### config.mk
export PLATFORM = sky130hd
export DESIGN_NAME = keypad_entry_sequencer
export DESIGN_NICKNAME = d
export VERILOG_FILES = /design/src/rtl/keypad_entry_sequencer.sv
export SDC_FILE = /design/constraint.sdc
export NUM_CORES = 1
export LEC_CHECK = 0
export CORE_MARGIN = 3
export CORE_UTILIZATION = 44
export CTS_BUF_LIST = sky130_fd_sc_hd__clkbuf_16
export CTS_CLUSTER_DIAMETER = 80
export DETAILED_ROUTE_END_ITERATION = 6
export HOLD_SLACK_MARGIN = 0.06
export MAX_ROUTING_LAYER = met4
export SLEW_MARGIN = 10
export SYNTH_ARGS = -nofsm -noshare
export SYNTH_HDL_FRONTEND = slang
export SYNTH_SLANG_ARGS = --single-unit
### constraint.sdc
create_clock -name clk -period 6.9 [get_ports clk]
set_input_delay 0.69 -clock clk [delete_from_list [all_inputs] [get_ports clk]]
set_output_delay 0.69 -clock clk [all_outputs]
set_load 0.01 [all_outputs]
### src/rtl/keypad_entry_sequencer.sv
`default_nettype none
// ============================================================================
// Module      : keypad_entry_sequencer
// Description : Buffers up to six keypad digits with backspace/cancel editing.
//               On enter with a full buffer it replays the digits as three
//               registered pairs (LOAD1..LOAD3), then a JUDGE beat, then pulses
//               done. Enter on a short buffer pulses err and discards the entry.
//               Optional macro ENTRY_TIMEOUT_EN adds an idle timeout that
//               discards a partial entry after TIMEOUT_CYCLES quiet cycles.
// Revision    : 1.0 - initial release
// ============================================================================
module keypad_entry_sequencer #(
    parameter int unsigned TIMEOUT_CYCLES = 1000
) (
    input  logic       clk,
    input  logic       clr,
    input  logic       key_valid,
    input  logic [3:0] key_code,
    output logic [3:0] inA,
    output logic [3:0] inB,
    output logic       a0,
    output logic       a1,
    output logic       ld_vld,
    output logic       busy,
    output logic [2:0] digit_cnt,
    output logic       done,
    output logic       err
);

    // Elaboration-time guard on the timeout range.
    if ((TIMEOUT_CYCLES < 2) || (TIMEOUT_CYCLES > (1 << 24))) begin : g_bad_timeout
        $error("TIMEOUT_CYCLES must lie in 2..2^24");
    end

    typedef enum logic [2:0] {
        S_IDLE    = 3'd0,
        S_COLLECT = 3'd1,
        S_LOAD1   = 3'd2,
        S_LOAD2   = 3'd3,
        S_LOAD3   = 3'd4,
        S_JUDGE   = 3'd5
    } state_t;

    localparam logic [3:0] c_KEY_BKSP   = 4'hA;
    localparam logic [3:0] c_KEY_ENTER  = 4'hB;
    localparam logic [3:0] c_KEY_CANCEL = 4'hC;
    localparam logic [2:0] c_FULL       = 3'd6;

    state_t          state_q, state_d;
    logic [5:0][3:0] digits_q, digits_d;
    logic [2:0]      cnt_q, cnt_d;
    logic [3:0]      inA_q, inA_d;
    logic [3:0]      inB_q, inB_d;
    logic [1:0]      sel_q, sel_d;
    logic            ld_vld_q, ld_vld_d;
    logic            busy_q, busy_d;
    logic            done_q, done_d;
    logic            err_q, err_d;
    logic            key_accepted;

`ifdef ENTRY_TIMEOUT_EN
    localparam int unsigned TW = (TIMEOUT_CYCLES > 2) ? $clog2(TIMEOUT_CYCLES) : 1;
    localparam logic [TW-1:0] c_TMR_LAST = TW'(TIMEOUT_CYCLES - 1);
    logic [TW-1:0] tmr_q, tmr_d;
`endif

    // State, buffer and registered outputs; clr overrides everything.
    always_ff @(posedge clk) begin
        if (clr) begin
            state_q  <= S_IDLE;
            digits_q <= '0;
            cnt_q    <= '0;
            inA_q    <= '0;
            inB_q    <= '0;
            sel_q    <= '0;
            ld_vld_q <= 1'b0;
            busy_q   <= 1'b0;
            done_q   <= 1'b0;
            err_q    <= 1'b0;
        end else begin
            state_q  <= state_d;
            digits_q <= digits_d;
            cnt_q    <= cnt_d;
            inA_q    <= inA_d;
            inB_q    <= inB_d;
            sel_q    <= sel_d;
            ld_vld_q <= ld_vld_d;
            busy_q   <= busy_d;
            done_q   <= done_d;
            err_q    <= err_d;
        end
    end

`ifdef ENTRY_TIMEOUT_EN
    // Idle-cycle counter for partial entries.
    always_ff @(posedge clk) begin
        if (clr) begin
            tmr_q <= '0;
        end else begin
            tmr_q <= tmr_d;
        end
    end
`endif

    // Next-state, buffer editing and next-output decode.
    always_comb begin
        state_d      = state_q;
        digits_d     = digits_q;
        cnt_d        = cnt_q;
        done_d       = 1'b0;
        err_d        = 1'b0;
        key_accepted = 1'b0;
        inA_d        = '0;
        inB_d        = '0;
        sel_d        = '0;
        ld_vld_d     = 1'b0;
        busy_d       = 1'b0;
`ifdef ENTRY_TIMEOUT_EN
        tmr_d        = '0;
`endif

        case (state_q)
            S_IDLE, S_COLLECT: begin
                if (key_valid) begin
                    case (key_code)
                        c_KEY_BKSP: begin
                            if (cnt_q != 3'd0) begin
                                key_accepted                      = 1'b1;
                                digits_d[3'(cnt_q - 3'd1)]        = 4'h0;
                                cnt_d                             = cnt_q - 3'd1;
                                state_d = (cnt_q == 3'd1) ? S_IDLE : S_COLLECT;
                            end
                        end
                        c_KEY_ENTER: begin
                            if (cnt_q == c_FULL) begin
                                state_d = S_LOAD1;
                            end else begin
                                err_d    = 1'b1;
                                cnt_d    = '0;
                                digits_d = '0;
                                state_d  = S_IDLE;
                            end
                        end
                        c_KEY_CANCEL: begin
                            key_accepted = 1'b1;
                            cnt_d        = '0;
                            digits_d     = '0;
                            state_d      = S_IDLE;
                        end
                        4'hD, 4'hE, 4'hF: begin
                            // Unused codes are not events at all.
                        end
                        default: begin
                            // Digits 0-9; a seventh digit is silently dropped.
                            if (cnt_q < c_FULL) begin
                                key_accepted      = 1'b1;
                                digits_d[cnt_q]   = key_code;
                                cnt_d             = cnt_q + 3'd1;
                                state_d           = S_COLLECT;
                            end
                        end
                    endcase
                end
            end
            S_LOAD1: state_d = S_LOAD2;
            S_LOAD2: state_d = S_LOAD3;
            S_LOAD3: state_d = S_JUDGE;
            S_JUDGE: begin
                state_d  = S_IDLE;
                cnt_d    = '0;
                digits_d = '0;
                done_d   = 1'b1;
            end
            default: begin
                state_d  = S_IDLE;
                cnt_d    = '0;
                digits_d = '0;
            end
        endcase

`ifdef ENTRY_TIMEOUT_EN
        // Only a partial entry that stays in COLLECT without an accepted key
        // ages; an accepted key in the expiry cycle wins over the timeout.
        if ((state_q == S_COLLECT) && (state_d == S_COLLECT) && !key_accepted) begin
            if (tmr_q == c_TMR_LAST) begin
                tmr_d    = '0;
                cnt_d    = '0;
                digits_d = '0;
                state_d  = S_IDLE;
            end else begin
                tmr_d = tmr_q + 1'b1;
            end
        end
`else
        key_accepted = key_accepted;
`endif

        // Outputs are decoded from the next state so they register alongside it.
        case (state_d)
            S_LOAD1: begin
                ld_vld_d = 1'b1;
                busy_d   = 1'b1;
                sel_d    = 2'd0;
                inA_d    = digits_q[0];
                inB_d    = digits_q[1];
            end
            S_LOAD2: begin
                ld_vld_d = 1'b1;
                busy_d   = 1'b1;
                sel_d    = 2'd1;
                inA_d    = digits_q[2];
                inB_d    = digits_q[3];
            end
            S_LOAD3: begin
                ld_vld_d = 1'b1;
                busy_d   = 1'b1;
                sel_d    = 2'd2;
                inA_d    = digits_q[4];
                inB_d    = digits_q[5];
            end
            S_JUDGE: begin
                ld_vld_d = 1'b1;
                busy_d   = 1'b1;
                sel_d    = 2'd3;
            end
            default: begin
                ld_vld_d = 1'b0;
            end
        endcase
    end

    assign inA       = inA_q;
    assign inB       = inB_q;
    assign a0        = sel_q[0];
    assign a1        = sel_q[1];
    assign ld_vld    = ld_vld_q;
    assign busy      = busy_q;
    assign digit_cnt = cnt_q;
    assign done      = done_q;
    assign err       = err_q;

endmodule
`default_nettype wire
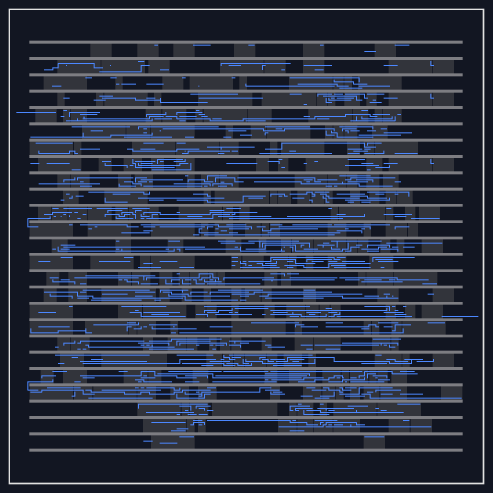
Figure 1: run 1, the metal 1 layer.
Scale: 6 px per um. Supply wires on this layer in grey. Cells faint in the background.
longest straight run: 37.3 um
wire length on this layer: 2,840 um
share of all routed wire: 47%
nets with wire on the layer: 261
Post-Route WL: 6020 um
GRT met1 Usage: 0.284
vias post-DR: 2,024

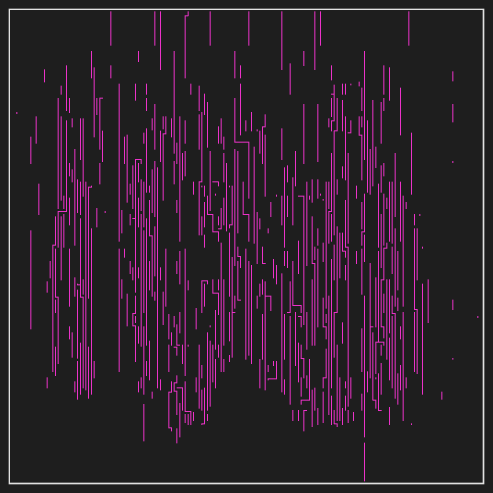
Figure 2: run 1, M2 wires.
Scale: 6 px per um.
wire length on this layer: 2,780 um
nets with wire on the layer: 228
main direction: vertical
met2 global-route usage: 0.318

==> impl_metrics.ini, run 1 <==
; yosys + openroad results
[cts]
ctsHoldBuffers = 0
clkLatencyLatePin_ns = 0.28
clockBufferDepth = 2
cts_root_buffer = clkbuf_16
cts.clk_slew.worst_paths_ns = 0.06
ctsResizeCount = 0
h-tree-depth = 2
cts_sinks = 43
numCtsBuffers = 5
cts_tree = done
post-cts-setup-buffers = 0

[critical_path]
endpoint = digits_q[10]$_SDFFE_PP0P_
crit_type = in2reg
crit_arrival_ns = 3.59
rr_startpoint = digit_cnt[0]$_SDFFE_PP0P_
rr_worst_depth = 8
critical_path.startpoint = key_code[2]
worstPathMaxFanout = 15
regToRegSetupSlack_ns = 3.83
critPathCaptureType = flop
worstPathRequired_ns = 7.12
r2r-end = digits_q[22]$_SDFFE_PP0P_
startpoint_type = primary input

[cells_and_area]
drive_gt1_frac = 0.0866
syn_to_final_growth_pct = 16.7
lay_top_cells = 43 x dfxtp_1, 31 x nor2_1, 23 x a21oi_1, 23 x clkdlybuf4s50_1, 19 x a32oi_1
fin_nets = 288
fillers = 454
final_util = 0.554
top_register = digits_q
design_area_mm2 = 0.00272
largest_register_ffs = 24
fin_cells = 344
num_antenna_cells = 0
lay_top_count = dfxtp_1

[route]
drt_pass1_iterations = 5
wl_met3_um = 343
antenna_left = 0
route.detailed.drc = 0
vias_per_cell = 5.88
wl_met2_um = 2780
highest-signal-layer = met4
wl_per_cell_um = 17.5
m1WireLength_um = 2840
drtIter0Drc = 210

[min_path]
whs_path_depth = 2
min_to = digits_q[23]$_SDFFE_PP0P_
hp-start = digits_q[23]$_SDFFE_PP0P_
hold_class = reg2reg

[logic_synthesis]
synth_cell_types = 54
synth_xor_xnor_area_share = 0.00751
edf_count = 0
seq_area_frac_synth = 0.369
yosys.area_share.simple = 0.218
yosys.area_share.adder = 0.0268
synth_area_mm2 = 0.00233
ys_sh_mux = 0.0472
yosys_area_mm2 = 0.00233
ys.warnings.count = 0
topCombFamilyByArea = AND-OR/OR-AND gates
synthArstFlopShare = 0
syn-mean-instance-area_um2 = 8.77
aoi_share = 0.269
ys.flop_type = dfxtp_1
ys_seq_elements = 43
synthCells = 266
synth_nets = 278
yosys_cells = 266

[sta]
fin_hold_ws_ns = 0.465
setup_ws_ns = 3.53
setup_tns_ns = 0
fmax_mhz = 296
skew_ns = 0.00675
fin_crit_ns = 3.37
slew_headroom = 0.230
hold_viol = 0
worst_pin_slew_ns = 1.15
slew_violations = 0
rsz0062_at_grt = no
setup_viol = 0
period_used_share = 0.489

[power_and_ir_drop]
power_mw = 0.641
peakVddDrop_mv = 0.134
p_leak_nw = 0.924
power_density_mw_per_mm2 = 235

[place]
port_buffers = 23
dpl.cell_count = 336
gp_congestion = 0.880
post-place-ws_ns = 3.28
detailed_place_hpwl_um = 4150
postPlaceCellArea_mm2 = 0.00253

[job]
tool_warnings = 30
maxCapViolations = 0

[outcome]
status = finished, final reports clean

[global_routing]
globalRoute.totalOverflow = 0
track_usage = 0.209
grt_pass1_vias = 1927
grt_max_degree = 32
antenna_found_initial = 0
busiest_layer = met2
grt_pass1_wl_um = 9900

[floorplan]
dieHeight_um = 78.8
floorplan.core_util = 0.475
core_mm2 = 0.00491
dieArea_mm2 = 0.00621
rows = 25
ios = 24
chipWidth_um = 78.8
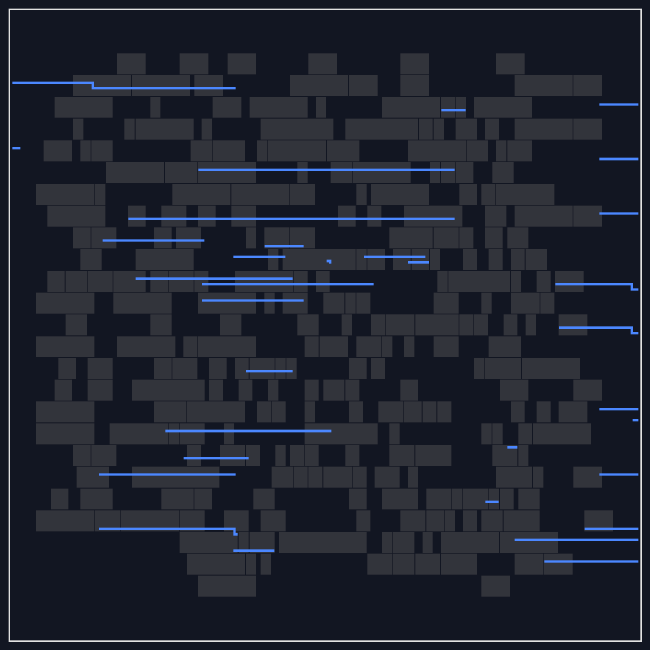
Figure 3: run 1, met3 routing.
Scale: 8 px per um. Cells faint in the background.
wire length on this layer: 343 um
main direction: horizontal
share of all routed wire: 5.7%
longest straight run: 40.5 um
nets with wire on the layer: 26
met3 Usage GRT: 0.0420

[run 1: power by group]
part / internal, mW / switching [mW] / total (mW)
combinational: 0.0291 / 0.0479 / 0.0770
sequential: 0.253 / 0.00805 / 0.261
clock: 0.206 / 0.0967 / 0.303
total: 0.488 / 0.153 / 0.641
[run 1: layout make-up]
class	count	area, um2	share of cell area
Clock buffer	5	125	0.0460
Clock inverter	3	63.8	0.0234
Inverter	8	30.0	0.0110
Multi-Input combinational cell	195	1330	0.488
Sequential cell	43	861	0.316
Tap cell	67	83.8	0.0308
Timing Repair Buffer	23	230	0.0846
[run 1: worst max-delay path, stage by stage]
cell             delay [ns]
clkdlybuf4s50_1        0.83
and3b_1                0.26
a31oi_1                0.67
a311oi_2               0.24
o21ai_1                0.52
o21bai_1               0.22
nor2_1                 0.15
[run 1: cell usage after synthesis, drive strengths merged, types with 2 or more instances]
cell type	instances	area (um2)
a211o	2	17.5
inv	8	30.0
a21oi	23	115
a311oi	2	23.8
a31oi	3	18.8
o21ai	7	35.0
nand2	9	33.8
a22oi	8	60.1
nand3	6	30.0
or2	2	12.5
a32oi	19	166
nor3b	5	37.5
mux2	8	90.1
a221oi	5	43.8
nor2	32	123
nor2b	15	93.8
buf	11	80.1
and3	3	23.8
and3b	2	17.5
nor3	12	65.1
a211oi	2	15.0
clkbuf	9	33.8
o21bai	3	22.5
ha	5	62.6
o21a	3	23.8
dfxtp	43	861
mux2i	2	20.0
[run 1: kinds of logic (layout without fill, tap and decap cells)]
family                     after synthesis  after routing
AOI/OAI and AO/OA                       85             85
xor gates and xnor gates                 2              2
adders and majority gates                5              5
buffers and inverters                   28             39
DFF                                     43             43
muxes                                   10             10
and+or+nand+nor                         93             93
Figure 4. Clock distribution (run 1).
Scale: 4 px per um.
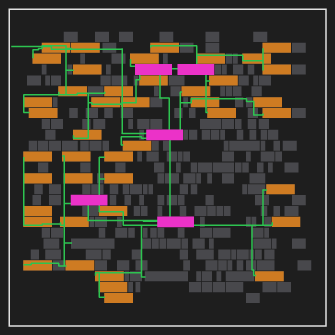

--- run 2 (diff from run 1) ---
==> constraint.sdc (replaced) <==
create_clock -name clk -period 3.5 [get_ports clk]
set_input_delay 0.35 -clock clk [delete_from_list [all_inputs] [get_ports clk]]
set_output_delay 0.35 -clock clk [all_outputs]
set_load 0.01 [all_outputs]
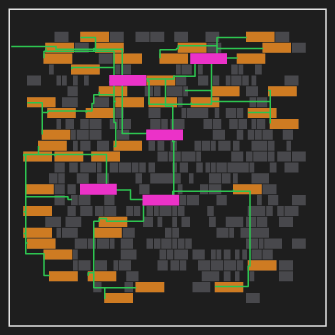
Figure 5: run 2, clock distribution.
Scale: 4 px per um.
[flip-flops] orange | count: 43
[clock drivers] magenta | count: 5
[clock wires] green | length: 552 um
routed clock nets: 6
flops lie: spread over the die
Latency at later pin: 0.28 ns
clk_skew: 0.00409 ns
clk pwr: 0.446 mW

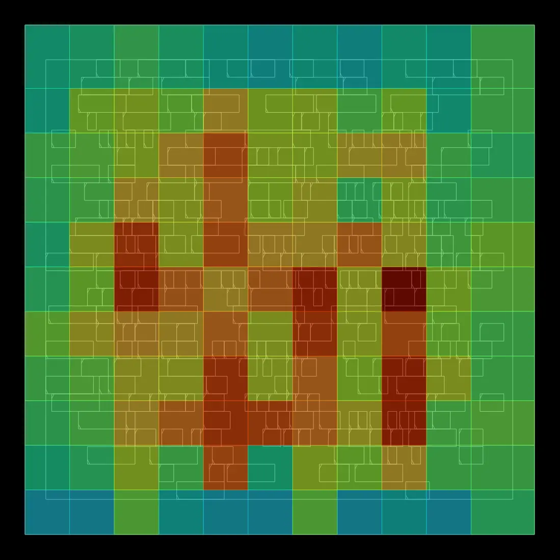
Figure 6: run 2, routing congestion map.
gr usage total: 0.212
routed len/inst: 17.5 um
met3 Usage GRT: 0.0488
layer with the highest usage: met2
met2 global-route usage: 0.308

==> run 2 against run 1 <==
Net effect:
- total power is 74% higher
- non-clock buffer count grew 4
- critical path type is now reg2reg
- routed wire length grew 1.3%
- critical endpoint is now digits_q[17]$_SDFFE_PP0P_
- count of clock-buffer cells in the layout unchanged
- global-route usage is 0.32 points higher
==> impl_metrics.ini, run 2 <==
; yosys + openroad results
[outcome]
status = finished, final reports clean

[logic_synthesis]
ys_top_cells_by_area = dfxtp_1 37%, a32oi_1 7.1%, nor2_1 5.0%, a21oi_1 4.9%, nor2b_1 4.0%
yosys_cells = 266
top_cells_by_count = 43 x dfxtp_1, 31 x nor2_1, 23 x a21oi_1
synth_xor_xnor_area_share = 0.00751
yosysTopAreaCellShare = 0.369
synthCells = 266
syn-mean-instance-area_um2 = 8.77
yosys.area_share.adder = 0.0268
yosys_area_mm2 = 0.00233
synthArstFlopShare = 0
ys_seq_elements = 43
edf_count = 0
aoi_share = 0.269
ys.flop_type = dfxtp_1
synth_top_cell_by_area = dfxtp_1
ys.warnings.count = 0
synth_cell_types = 54
synth_area_mm2 = 0.00233
topCombFamilyByArea = AND-OR/OR-AND gates
ys_sh_mux = 0.0472
top_cell = dfxtp_1
yosys.area_share.simple = 0.218
seq_area_frac_synth = 0.369
synth_nets = 278

[power_and_ir_drop]
power_leader = sequential cells
clockPowerShare = 0.400
swShare = 0.265
power_mw = 1.12
power_density_mw_per_mm2 = 413
peakVddDrop_mv = 0.264
pg_comb_mw = 0.159
power_frac_comb = 0.142
p_sw_mw = 0.296
p_seq_frac = 0.458
p_leak_nw = 0.919
internal_power_mw = 0.820
sequentialPower_mw = 0.511

[cts]
numCtsBuffers = 5
post-cts-setup-buffers = 0
ctsHoldBuffers = 0
h-tree-depth = 2
ctsResizeCount = 0
cts_root_buffer = clkbuf_16
cts_tree = done
cts_sinks = 43
cts.clk_slew.worst_paths_ns = 0.06
clockBufferDepth = 2

[floorplan]
floorplan.core_util = 0.475
core_mm2 = 0.00491
ios = 24
rows = 25
dieHeight_um = 78.8
dieArea_mm2 = 0.00621
chipWidth_um = 78.8

[global_routing]
use_met1 = 0.285
grt_pass1_vias = 1970
grt_max_degree = 20
globalRoute.totalOverflow = 0
grt_pass1_wl_um = 10000
antenna_found_initial = 0

[sta]
hold_viol = 0
setup_viol = 0
period_used_share = 0.814
worst_pin_slew_ns = 0.874
slew_headroom = 0.416
fmax_mhz = 351
slew_violations = 0
setup_tns_ns = 0
fin_crit_ns = 2.85
rsz0062_at_grt = no

[critical_path]
startpoint_type = flop
worstPathMaxFanout = 18
rr_worst_depth = 8
crit_type = reg2reg
worstPathRequired_ns = 3.71
critPathCaptureType = flop
crit_arrival_ns = 3.06

[route]
m1WireLength_um = 2850
antenna_left = 0
route.detailed.drc = 0
drtIter0Drc = 100
drt_pass1_iterations = 4
highest-signal-layer = met4
vias_per_cell = 5.95
wl_met3_um = 373
wl_met2_um = 2840

[cells_and_area]
design_area_mm2 = 0.00270
lay_top_count = dfxtp_1
final_util = 0.551
lay_top_cells = 43 x dfxtp_1, 31 x nor2_1, 23 x a21oi_1, 23 x clkdlybuf4s50_1, 19 x a32oi_1
syn_to_final_growth_pct = 15.9
largest_register_ffs = 24
num_antenna_cells = 0
fin_nets = 292
drive_gt1_frac = 0.0996
top_register = digits_q

[job]
tool_warnings = 30
maxCapViolations = 0

[place]
detailed_place_hpwl_um = 4360
port_buffers = 23
gp_congestion = 0.895
postPlaceCellArea_mm2 = 0.00256

[min_path]
hold_class = reg2reg
whs_path_depth = 2
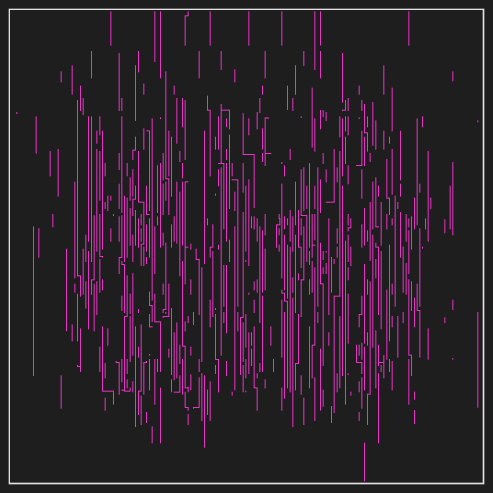
Figure 7: run 2, M2 wires.
Scale: 6 px per um.
main direction: vertical
nets with wire on the layer: 235
longest straight run: 31.6 um
wire length on this layer: 2,840 um
vias post-DR: 2,071
Post-Route WL: 6100 um

run 2: cell counts after synthesis:
Identical to the previous run, type by type.
run 2: path summary, 6_finish.rpt:
kind	from	to	slack [ns]
max	digit_cnt[1]$_SDFFE_PP0P_	digits_q[17]$_SDFFE_PP0P_	0.65
min	digits_q[19]$_SDFFE_PP0P_	digits_q[19]$_SDFFE_PP0P_	0.47
max reg2reg	digit_cnt[1]$_SDFFE_PP0P_	digits_q[17]$_SDFFE_PP0P_	0.65
min reg2reg	digits_q[19]$_SDFFE_PP0P_	digits_q[19]$_SDFFE_PP0P_	0.47
run 2: area by class of cell:
type                       count  area [um2]
inverter                       8        30.0
clock inverter                 3        16.3
clock buffer                   5         125
sequential                    43         861
multi-input combinational    195        1330
tap                           67        83.8
fill                         474        2210
timing repair buffer          27         260
run 2: per-stage QoR:
step           setup slack (ns)  hold slack [ns]  std cells
2_1_floorplan              1.03            0.443        266
3_3_place_gp              0.517            0.464        340
3_5_place_dp              0.475            0.465        340
4_1_cts                   0.670            0.472        348
5_1_grt                   0.407            0.515        348
6_report                  0.651            0.472        348
run 2: critical path, cell delays in order (launching register included):
cell	delay, ns
dfxtp_1	0.56
inv_1	0.25
ha_1	0.25
nor3b_1	0.14
o221a_4	0.29
nor4_4	0.42
a21o_1	0.52
a32oi_1	0.20
nor2b_1	0.14
run 2: cell families (layout without fill, tap and decap cells):
family,count (synthesis),count (layout)
AOI/OAI and AO/OA,85,85
adders and majority gates,5,5
xor gates and xnor gates,2,2
DFF,43,43
and+or+nand+nor,93,93
muxes,10,10
buffers and inverters,28,43
Power figures rest on the tool's default switching activity, not on a simulated workload.
